Figure 1. The metal 1 layer (run 1).
Bar = 20 µm. Supply wires on this layer in grey.
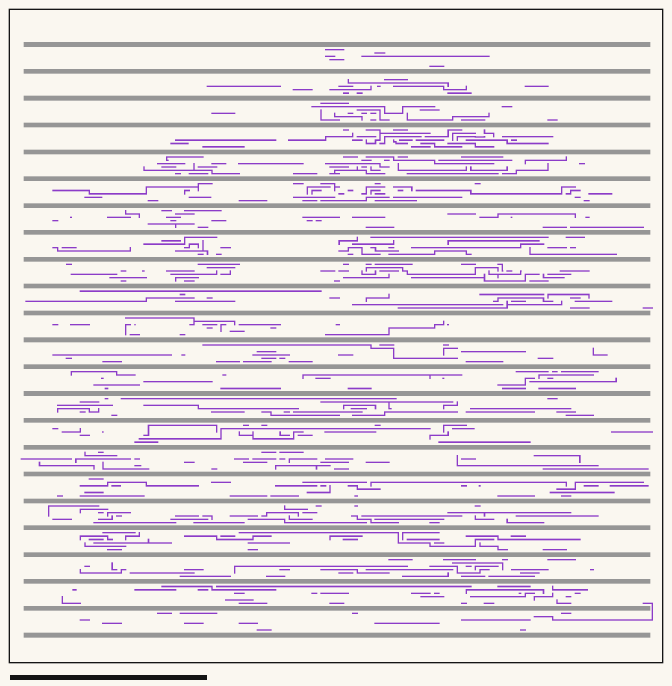
Figure 2. Met2 routing (run 1).
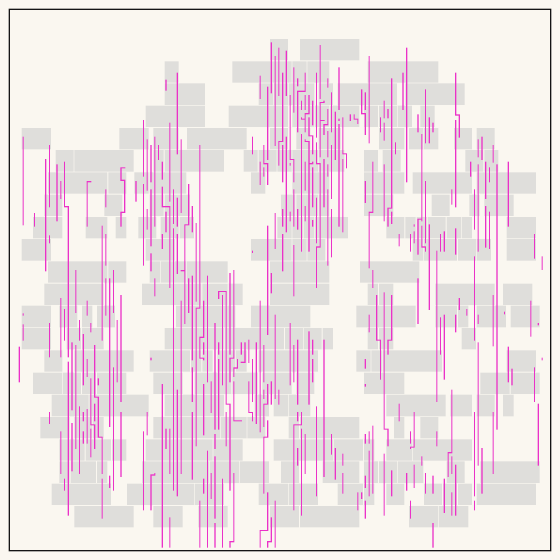
Figure 3. Signal wires on met3 (run 1).
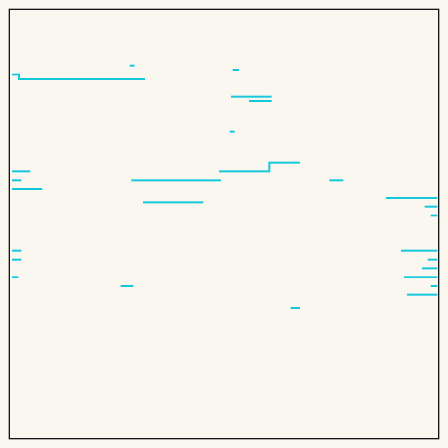
$ cat src/rtl/caregiver_monitor_pkg.sv
// Shared types and constants for the caregiver monitor: FSM state encoding and
// the per-compartment miss counter width.
package caregiver_monitor_pkg;

  localparam int unsigned CNT_W = 4;

  typedef enum logic [1:0] {
    StIdle     = 2'd0,
    StAlert    = 2'd1,
    StEscalate = 2'd2,
    StCleared  = 2'd3
  } state_e;

endpackage

$ cat src/rtl/miss_counter.sv
// One compartment: rising-edge detector on notify, falling-edge "dose taken"
// detector on should_eat, and a saturating count of consecutive misses.
module miss_counter
  import caregiver_monitor_pkg::*;
(
  input  logic             clk,
  input  logic             rst,
  input  logic             notify,
  input  logic             should_eat,
  output logic             miss_edge,
  output logic [CNT_W-1:0] cnt
);

  logic             notify_q;
  logic             should_eat_q;
  logic             taken;
  logic [CNT_W-1:0] cnt_q;
  logic [CNT_W-1:0] cnt_d;

  assign miss_edge = notify & ~notify_q;
  // A taken event needs notify low, so it can never coincide with a miss edge.
  assign taken     = should_eat_q & ~should_eat & ~notify;

  always_comb begin
    cnt_d = cnt_q;
    if (taken) begin
      cnt_d = '0;
    end else if (miss_edge && (cnt_q != {CNT_W{1'b1}})) begin
      cnt_d = cnt_q + CNT_W'(1);
    end
  end

  always_ff @(posedge clk) begin
    if (rst) begin
      notify_q     <= 1'b0;
      should_eat_q <= 1'b0;
      cnt_q        <= '0;
    end else begin
      notify_q     <= notify;
      should_eat_q <= should_eat;
      cnt_q        <= cnt_d;
    end
  end

  assign cnt = cnt_q;

endmodule

$ cat src/rtl/caregiver_monitor.sv
// Medication-box caregiver monitor: latches missed doses, alerts the caregiver,
// escalates when the alert is not acknowledged in time, and tracks chronic misses.
module caregiver_monitor
  import caregiver_monitor_pkg::*;
#(
  parameter int unsigned ACK_TIMEOUT   = 8,
  parameter int unsigned CHRONIC_LIMIT = 3
) (
  input  logic             clk,
  input  logic             rst,
  input  logic [3:0]       shouldEat,
  input  logic [3:0]       notify,
  input  logic             ack,
  input  logic [1:0]       sel,
  output logic [3:0]       alert,
  output logic             escalate,
  output logic             ack_done,
  output logic [3:0]       chronic,
  output logic [CNT_W-1:0] miss_count
);

  localparam int unsigned TimerW = 8;

  state_e            state_q, state_d;
  logic [TimerW-1:0] timer_q, timer_d;
  logic [3:0]        pending_q, pending_d;
  logic [3:0]        clr;
  logic [3:0]        miss_edges;
  logic [CNT_W-1:0]  miss_cnt [4];

  for (genvar i = 0; i < 4; i++) begin : g_cnt
    miss_counter u_miss_counter (
      .clk        (clk),
      .rst        (rst),
      .notify     (notify[i]),
      .should_eat (shouldEat[i]),
      .miss_edge  (miss_edges[i]),
      .cnt        (miss_cnt[i])
    );
    assign chronic[i] = (miss_cnt[i] >= CNT_W'(CHRONIC_LIMIT));
  end

  always_comb begin
    state_d = state_q;
    timer_d = timer_q;
    unique case (state_q)
      StIdle: begin
        if (pending_q != '0) begin
          state_d = StAlert;
          timer_d = '0;
        end
      end
      StAlert: begin
        if (ack) begin
          state_d = StCleared;
        end else if (timer_q == TimerW'(ACK_TIMEOUT - 1)) begin
          state_d = StEscalate;
        end else begin
          timer_d = timer_q + TimerW'(1);
        end
      end
      StEscalate: begin
        if (ack) begin
          state_d = StCleared;
        end
      end
      StCleared: state_d = StIdle;
      default:   state_d = StIdle;
    endcase

    // Misses arriving on the clearing edge are kept so they re-alert.
    clr       = ((state_d == StCleared) && (state_q != StCleared)) ? 4'hf : 4'h0;
    pending_d = (pending_q & ~clr) | miss_edges;
  end

  always_ff @(posedge clk) begin
    if (rst) begin
      state_q   <= StIdle;
      timer_q   <= '0;
      pending_q <= '0;
    end else begin
      state_q   <= state_d;
      timer_q   <= timer_d;
      pending_q <= pending_d;
    end
  end

  assign alert      = pending_q;
  assign escalate   = (state_q == StEscalate);
  assign ack_done   = (state_q == StCleared);
  assign miss_count = miss_cnt[sel];

endmodule

$ cat config.mk
export PLATFORM = sky130hd
export DESIGN_NAME = caregiver_monitor
export DESIGN_NICKNAME = d
export VERILOG_FILES = /design/src/rtl/caregiver_monitor_pkg.sv /design/src/rtl/miss_counter.sv /design/src/rtl/caregiver_monitor.sv
export SDC_FILE = /design/constraint.sdc
export NUM_CORES = 1
export LEC_CHECK = 0
export CELL_PAD_IN_SITES_DETAIL_PLACEMENT = 0
export CELL_PAD_IN_SITES_GLOBAL_PLACEMENT = 1
export CORE_UTILIZATION = 44
export CTS_CLUSTER_DIAMETER = 50
export DETAILED_ROUTE_END_ITERATION = 7
export PLACE_DENSITY = 0.87
export SLEW_MARGIN = 10
export SYNTH_ARGS = -nofsm -noshare
export SYNTH_HDL_FRONTEND = slang
export SYNTH_SLANG_ARGS = --single-unit
$ cat constraint.sdc
create_clock -name clk -period 4.4 [get_ports clk]
set_input_delay 0.88 -clock clk [delete_from_list [all_inputs] [get_ports clk]]
set_output_delay 0.88 -clock clk [all_outputs]
set_load 0.02 [all_outputs]
==> impl_metrics.py, run 1 <==
# Flow results
metrics = {
    "detailed_routing": {
        "route.detailed.drc": 0,
        "vias_per_cell": 5.71,
        "wl_per_cell_um": 14.4,
        "firstDrtPassIters": 4,
        "ant_nets": 0,
    },
    "pwr": {
        "total_power_uw": 714,
        "p_int_uw": 521,
        "powerDensity_nw_per_um2": 326,
        "power.share.switching_pct": 27.0,
        "combPwrFrac_pct": 15.1,
        "p_leak_uw": 0.000816,
        "top_power_group": "sequential cells",
    },
    "synth": {
        "yosys-stat-cells": 191,
        "synthMostInstantiatedCell": "dfxtp_1",
        "syn_avg_cell_area_um2": 9.45,
        "synth-edff-count": 0,
        "yosys.area.top_type": "dfxtp_1",
        "ys_area_um2": 1810,
        "flop_cell": "dfxtp_1",
        "synth_area_um2": 1810,
    },
    "cells_and_area": {
        "final_area_um2": 2190,
        "regArea_um2": 761,
        "fillers": 329,
        "seq_area_share_pct": 34.8,
        "comb_cells": 143,
        "largest_class": "logic gates",
        "drive_gt1_share_pct": 5.91,
        "comb_share_pct": 45.9,
        "final_common_cell": "dfxtp_1",
        "antenna_cells": 0,
        "combGateArea_um2": 1000,
        "num-nonclk-inverters": 6,
        "nClkBuffers": 5,
        "finalCoreUtilization_pct": 57.6,
        "buffers": 26,
    },
    "clock_network": {
        "cts_tree": "yes",
        "cts_setup_buffers": 0,
        "postCtsHoldBufs": 0,
        "root_buffer": "clkbuf_8",
        "clk_pin_slew_ps": 70,
        "clock-sinks": 38,
        "insertion_delay_ps": 290,
    },
    "setup_path": {
        "cp_cell_sequence": "clkdlybuf4s50_1, mux4_2, clkdlybuf4s50_1",
        "r2r-end": "timer_q[1]",
        "r2r-start": "state_q[0]",
        "crit_required_ps": 3520,
        "cp_max_fo": 4,
        "crit_path_frequent_cell": "clkdlybuf4s50_1",
        "regToRegSetupSlack_ps": 2580,
        "cpMaxStageDelayCell": "clkdlybuf4s50_1",
        "setup.worst_path.end_class": "primary output",
        "crit_path_max_incr_delay_ps": 610,
        "cp-start-kind": "input port",
    },
    "sta": {
        "setup_slack_ps": 949,
        "fmax_mhz": 290,
        "hold_viol": 0,
        "min_period_ps": 3450,
        "finalSetupViolations": 0,
        "finClkSkew_ps": 7.33,
    },
    "global_route": {
        "grt_pass1_vias": 1470,
        "overflow": 0,
        "grt_max_degree": 18,
    },
    "die": {
        "rows": 22,
        "die_w_um": 66.1,
        "fp.dieH_um": 66.1,
        "nWellTaps": 48,
        "chip_area_um2": 4360,
    },
    "placement": {
        "dpl_cell_area_um2": 2110,
        "dp_hpwl_mm": 2.86,
    },
    "worst_hold_path": {
        "hp-start": "alert[1]",
    },
    "run_status": {
        "status": "completed",
    },
    "flow_run": {
        "warnings": 26,
    },
}
-- Figure 1 (at the start) --
- main direction: horizontal
- share of all routed wire: 47%
- longest straight run: 27.8 µm
- wire length on this layer: 1800 µm
- nets with wire on the layer: 215

-- Figure 2 (at the start) --
- main direction: vertical
- share of all routed wire: 48%
- wire length on this layer: 1850 µm
- longest straight run: 32.3 µm

-- Figure 3 (at the start) --
- nets with wire on the layer: 20
- main direction: horizontal

## run 1: cell families (layout without fill, tap and decap cells)
logic type	after synthesis	after routing	share of synthesized area, %
buffers and inverters	10	39	2.22
AND/OR/NAND/NOR	76	76	24.8
AND-OR/OR-AND	46	46	16.3
XOR/XNOR	8	8	3.88
multiplexers	8	8	7.21
flip-flops	38	38	42.1
adder cells (fa/ha/maj)	5	5	3.47
## run 1: routing by layer
metal / share of wire, % / wire length (µm) / vias to the layer above / track usage, %
met4: 2.2 / 85 / 0 / 10.4
met1: 47 / 1800 / 724 / 24.5
met3: 2.9 / 111 / 9 / 4.48
met2: 48 / 1850 / 30 / 33.3
met5: 0 / 0 / - / 0
li1: - / - / 768 / -
## run 1: worst max-delay path: cells and delay by family
family | cells | cell delay [ps]
mux | 1 | 530
buf+inv | 2 | 1160
Figure 4. Routing congestion (run 1).
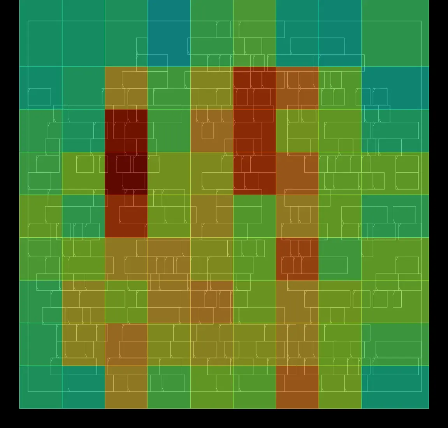

--- run 2 (diff from run 1) ---
CORE_UTILIZATION = 41   (was 44)
PLACE_DENSITY = 0.82   (was 0.87)
clock period = 3.3 ns   (was 4.4 ns; I/O delays follow)
Figure 5. Routing congestion (run 2).
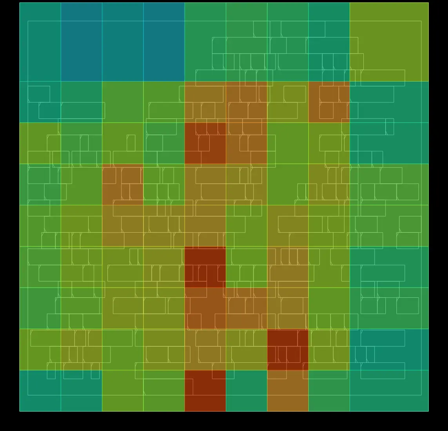
GR Util met2: 31.9%
Routed WL per cell: 14.6 µm
post-layout util: 54.2%
met3 usage: 5.50%
GR Util met1: 23.6%

==> run 2 against run 1 <==
Non-clock buffer count increased by 1. Via count up 0.33%. Clock skew about the same. Global-route usage down 0.94 points.
==> impl_metrics.py, run 2 <==
# Flow results
metrics = {
    "clock_network": {
        "cts_setup_buffers": 0,
        "clk_pin_slew_ps": 70,
        "clock-sinks": 38,
        "cts_tree": "yes",
        "cts_buffers": 5,
        "postCtsHoldBufs": 0,
    },
    "setup_path": {
        "cp_cell_sequence": "clkdlybuf4s50_1, mux4_2, clkdlybuf4s50_1",
        "r2r-start": "state_q[0]",
        "critPathBufInv": 2,
        "cpMaxStageDelayCell": "clkdlybuf4s50_1",
        "crit_required_ps": 2640,
        "cp_top_family": "buffers and inverters",
        "setup.worst_path.end_class": "primary output",
        "cp-start-kind": "input port",
        "crit_path_frequent_cell": "clkdlybuf4s50_1",
    },
    "global_route": {
        "grt_pass1_vias": 1433,
        "grt_most_used_layer": "met2",
        "track_usage_pct": 19.3,
        "overflow": 0,
        "grt_max_degree": 18,
    },
    "cells_and_area": {
        "seq_area_share_pct": 34.1,
        "nClkBuffers": 5,
        "final_area_um2": 2230,
        "antenna_cells": 0,
        "fin_nets": 239,
        "buffer_area_share_pct": 12.0,
        "final_common_cell": "dfxtp_1",
        "buffers": 27,
        "comb_cells": 143,
        "regArea_um2": 761,
        "fillers": 367,
        "num-nonclk-inverters": 6,
        "syn2layout_area_growth_pct": 23.6,
        "largest_class": "logic gates",
        "layout_top_cells": "38 x dfxtp_1, 26 x clkdlybuf4s50_1, 20 x nor2_1, 16 x a21oi_1, 15 x nor2b_1",
        "combGateArea_um2": 1000,
        "drive_gt1_share_pct": 6.76,
        "comb_share_pct": 45.0,
    },
    "detailed_routing": {
        "wl_met3_um": 156,
        "wl_met1_mm": 1.90,
        "wl_met2_mm": 1.85,
        "route.detailed.drc": 0,
        "ant_nets": 0,
        "vias_per_cell": 5.65,
        "firstDrtPassIters": 4,
        "top_layer": "met4",
    },
    "sta": {
        "min_period_ps": 3030,
        "setup_slack_ps": 265,
        "finalSetupViolations": 0,
        "finClkSkew_ps": 7.34,
        "max_slew.worst_pin.slew_ps": 533,
        "fmax_mhz": 330,
        "hold_viol": 0,
    },
    "run_status": {
        "status": "completed",
    },
    "synth": {
        "yosys-stat-cells": 191,
        "synthAdderAreaFrac_pct": 3.47,
        "ys_area_um2": 1810,
        "synthMostInstantiatedCell": "dfxtp_1",
        "synth-edff-count": 0,
        "ys_sh_mux_pct": 7.21,
        "flop_cell": "dfxtp_1",
        "synth_area_um2": 1810,
        "top_logic_kind": "simple AND/OR/NAND/NOR gates",
        "syn_avg_cell_area_um2": 9.45,
        "postSynthSeqShare_pct": 42.1,
        "yosys.area.top_type": "dfxtp_1",
        "synth-simple-area-share_pct": 24.8,
        "aoi_share_pct": 16.3,
        "xor_area_share_pct": 3.88,
    },
    "die": {
        "fp.dieH_um": 68.4,
        "rows": 23,
        "chip_area_um2": 4670,
        "die_w_um": 68.4,
    },
    "flow_run": {
        "warnings": 26,
    },
    "placement": {
        "dpl_cell_area_um2": 2120,
        "dp_hpwl_mm": 2.94,
        "io_buffers": 26,
    },
    "pwr": {
        "p_leak_uw": 0.000828,
        "powerDensity_nw_per_um2": 472,
        "total_power_uw": 1050,
    },
    "worst_hold_path": {
        "hp-start": "timer_q[6]",
    },
}
==> run 2: cell counts after synthesis <==
No cell type changed its count.
==> run 2: worst paths after layout <==
kind | to | slack [ps] | cells past startpoint
worst max-delay path | miss_count[1] | 270 | 3
worst min-delay path | timer_q[6] | 510 | 2
worst max register to register | timer_q[1] | 1490 | 4
worst min register to register | timer_q[6] | 510 | 2
==> run 2: metrics by stage <==
step	util, %	hold slack, ps	std cells
5_1_grt	54.2	531	272
4_1_cts	54.2	518	272
3_3_place_gp	51.5	487	264
2_1_floorplan	-	467	191
6_report	54.2	511	272
3_5_place_dp	51.5	504	264
==> run 2: power by group <==
| part | total [µW] | internal (µW) | switching [µW] |
|---|---|---|---|
| Clock | 398 | 225 | 173 |
| Sequential | 510 | 482 | 28.4 |
| Combinational | 146 | 71.5 | 74.3 |
Figure 6. Met2 routing (run 2).
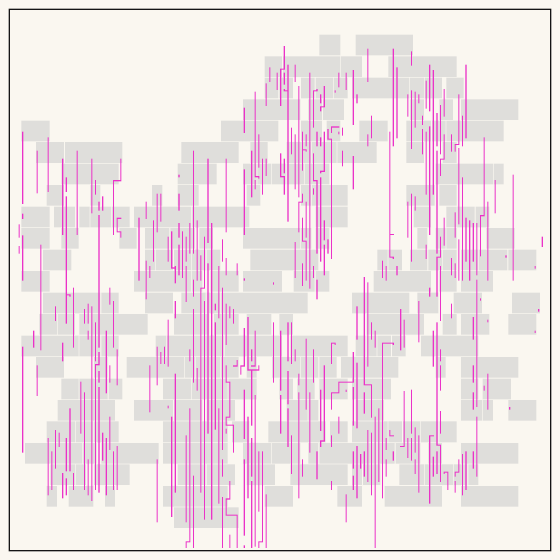

--- run 3 (diff from run 2) ---
CTS_CLUSTER_SIZE = 25   (was unset)
PLACE_DENSITY = unset   (was 0.82)
PLACE_DENSITY_LB_ADDON = 0.1   (was unset)
SLEW_MARGIN = unset   (was 10)
Figure 7. Met2 routing (run 3).
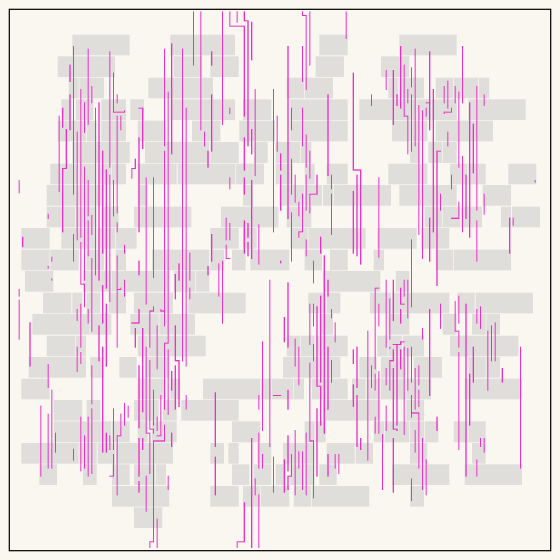
- longest straight run: 39.4 µm
- wire length on this layer: 1960 µm
- main direction: vertical
- share of all routed wire: 49%

==> run 3 against run 2 <==
Clock skew is essentially flat. First-iteration DRC count grew 27%. Core utilization decreased by 0.91 points. Design area down 1.7%. Critical path depth did not move. Total power is 10% lower. Largest cell class unchanged. Largest power group unchanged. Die area is the same. Count of clock-buffer cells in the layout rose by 2. Clock power fell by 27%.
==> impl_metrics.py, run 3 <==
# Flow results
metrics = {
    "run_status": {
        "status": "completed",
    },
    "setup_path": {
        "cp_cell_sequence": "clkdlybuf4s50_1, mux4_2, clkdlybuf4s50_1",
        "r2r-start": "state_q[0]",
        "setup.worst_path.end_class": "primary output",
        "r2r-end": "timer_q[1]",
        "crit_path_max_incr_delay_ps": 610,
        "crit_path_end": "miss_count[2]",
        "crit_required_ps": 2640,
        "regToRegSetupSlack_ps": 1500,
        "reg2reg_depth": 4,
        "crit_path_frequent_cell": "clkdlybuf4s50_1",
        "critical_path_class": "input port to primary output",
        "cp-start-kind": "input port",
        "cp_max_fo": 4,
        "cpMaxStageDelayCell": "clkdlybuf4s50_1",
    },
    "clock_network": {
        "clk_pin_slew_ps": 70,
        "cts_tree": "yes",
        "clock-sinks": 38,
        "root_buffer": "clkbuf_8",
        "cts_buffers": 5,
        "insertion_delay_ps": 280,
        "postCtsHoldBufs": 0,
        "cts_setup_buffers": 0,
    },
    "pwr": {
        "power.share.switching_pct": 26.2,
        "p_int_uw": 699,
        "clk-power_uw": 291,
        "p_seq_uw": 511,
        "clkPwrFrac_pct": 30.8,
        "power_switching_uw": 248,
        "top_power_group": "sequential cells",
        "p_leak_uw": 0.000815,
        "pg_comb_uw": 145,
        "total_power_uw": 947,
        "powerDensity_nw_per_um2": 431,
    },
    "global_route": {
        "grt_pass1_vias": 1407,
        "antenna_found_initial": 0,
        "grt_most_used_layer": "met2",
        "overflow": 0,
        "use_met1_pct": 22.8,
        "grt.met3_usage_pct": 4.17,
        "grt_max_degree": 18,
        "grtUsageMet2_pct": 32.4,
        "track_usage_pct": 18.7,
    },
    "synth": {
        "flop_cell": "dfxtp_1",
        "ys_area_um2": 1810,
        "synthMostInstantiatedCell": "dfxtp_1",
        "yosys-stat-cells": 191,
        "postSynthSeqShare_pct": 42.1,
        "synth-edff-count": 0,
        "syn_avg_cell_area_um2": 9.45,
        "yosys.area.top_type": "dfxtp_1",
    },
    "die": {
        "die_w_um": 68.4,
        "rows": 23,
        "chip_area_um2": 4670,
        "io_pins": 27,
    },
    "detailed_routing": {
        "top_layer": "met4",
        "wl_met1_mm": 1.89,
        "firstDrtPassIters": 4,
        "vias_per_cell": 5.58,
        "route.detailed.drc": 0,
        "wl_met3_um": 110,
        "wl_per_cell_um": 14.7,
        "wl_met2_mm": 1.96,
    },
    "cells_and_area": {
        "drive_gt1_share_pct": 5.43,
        "layout_top_cells": "38 x dfxtp_1, 26 x clkdlybuf4s50_1, 20 x nor2_1, 16 x a21oi_1, 15 x nor2b_1",
        "final_area_um2": 2190,
        "fin_nets": 239,
        "finalCoreUtilization_pct": 53.3,
        "regArea_um2": 761,
        "combGateArea_um2": 1000,
        "syn2layout_area_growth_pct": 21.6,
        "final_cells": 271,
        "antenna_cells": 0,
    },
    "placement": {
        "dpl_cell_area_um2": 2120,
        "place_ws_ps": 265,
        "dp_hpwl_mm": 2.99,
        "io_buffers": 26,
        "placedCellCount": 264,
    },
    "sta": {
        "finalSetupViolations": 0,
        "max_slew.worst_pin.slew_ps": 556,
        "holdWs_ps": 515,
        "finClkSkew_ps": 7.76,
        "setup_slack_ps": 278,
        "min_period_ps": 3020,
    },
    "worst_hold_path": {
        "min_delay_path_depth": 2,
        "hp-class": "flip-flop to flip-flop",
        "hp-start": "timer_q[5]",
        "min_to": "timer_q[5]",
    },
    "flow_run": {
        "warnings": 26,
    },
}
## run 3: cell counts after synthesis
No cell type changed its count.
## run 3: cell type report
type	instances	share of cell area, %
multi-input cells	143	45.8
inverters	6	1.03
clock buffers	7	3.48
flip-flops and latches	38	34.7
well taps	50	2.85
repair buffers	27	12.2
## run 3: critical path, delay by kind of cell
family,cells,cell delay [ps]
buf+inv,2,1170
mux,1,530
## run 3: cell families after synthesis
logic type / Yosys count / share of synthesized area (%)
AND/OR/NAND/NOR: 76 / 24.8
flip-flops: 38 / 42.1
adder cells (fa/ha/maj): 5 / 3.47
buffers and inverters: 10 / 2.22
XOR/XNOR: 8 / 3.88
AND-OR/OR-AND: 46 / 16.3
multiplexers: 8 / 7.21
Power figures rest on the tool's default switching activity, not on a simulated workload.
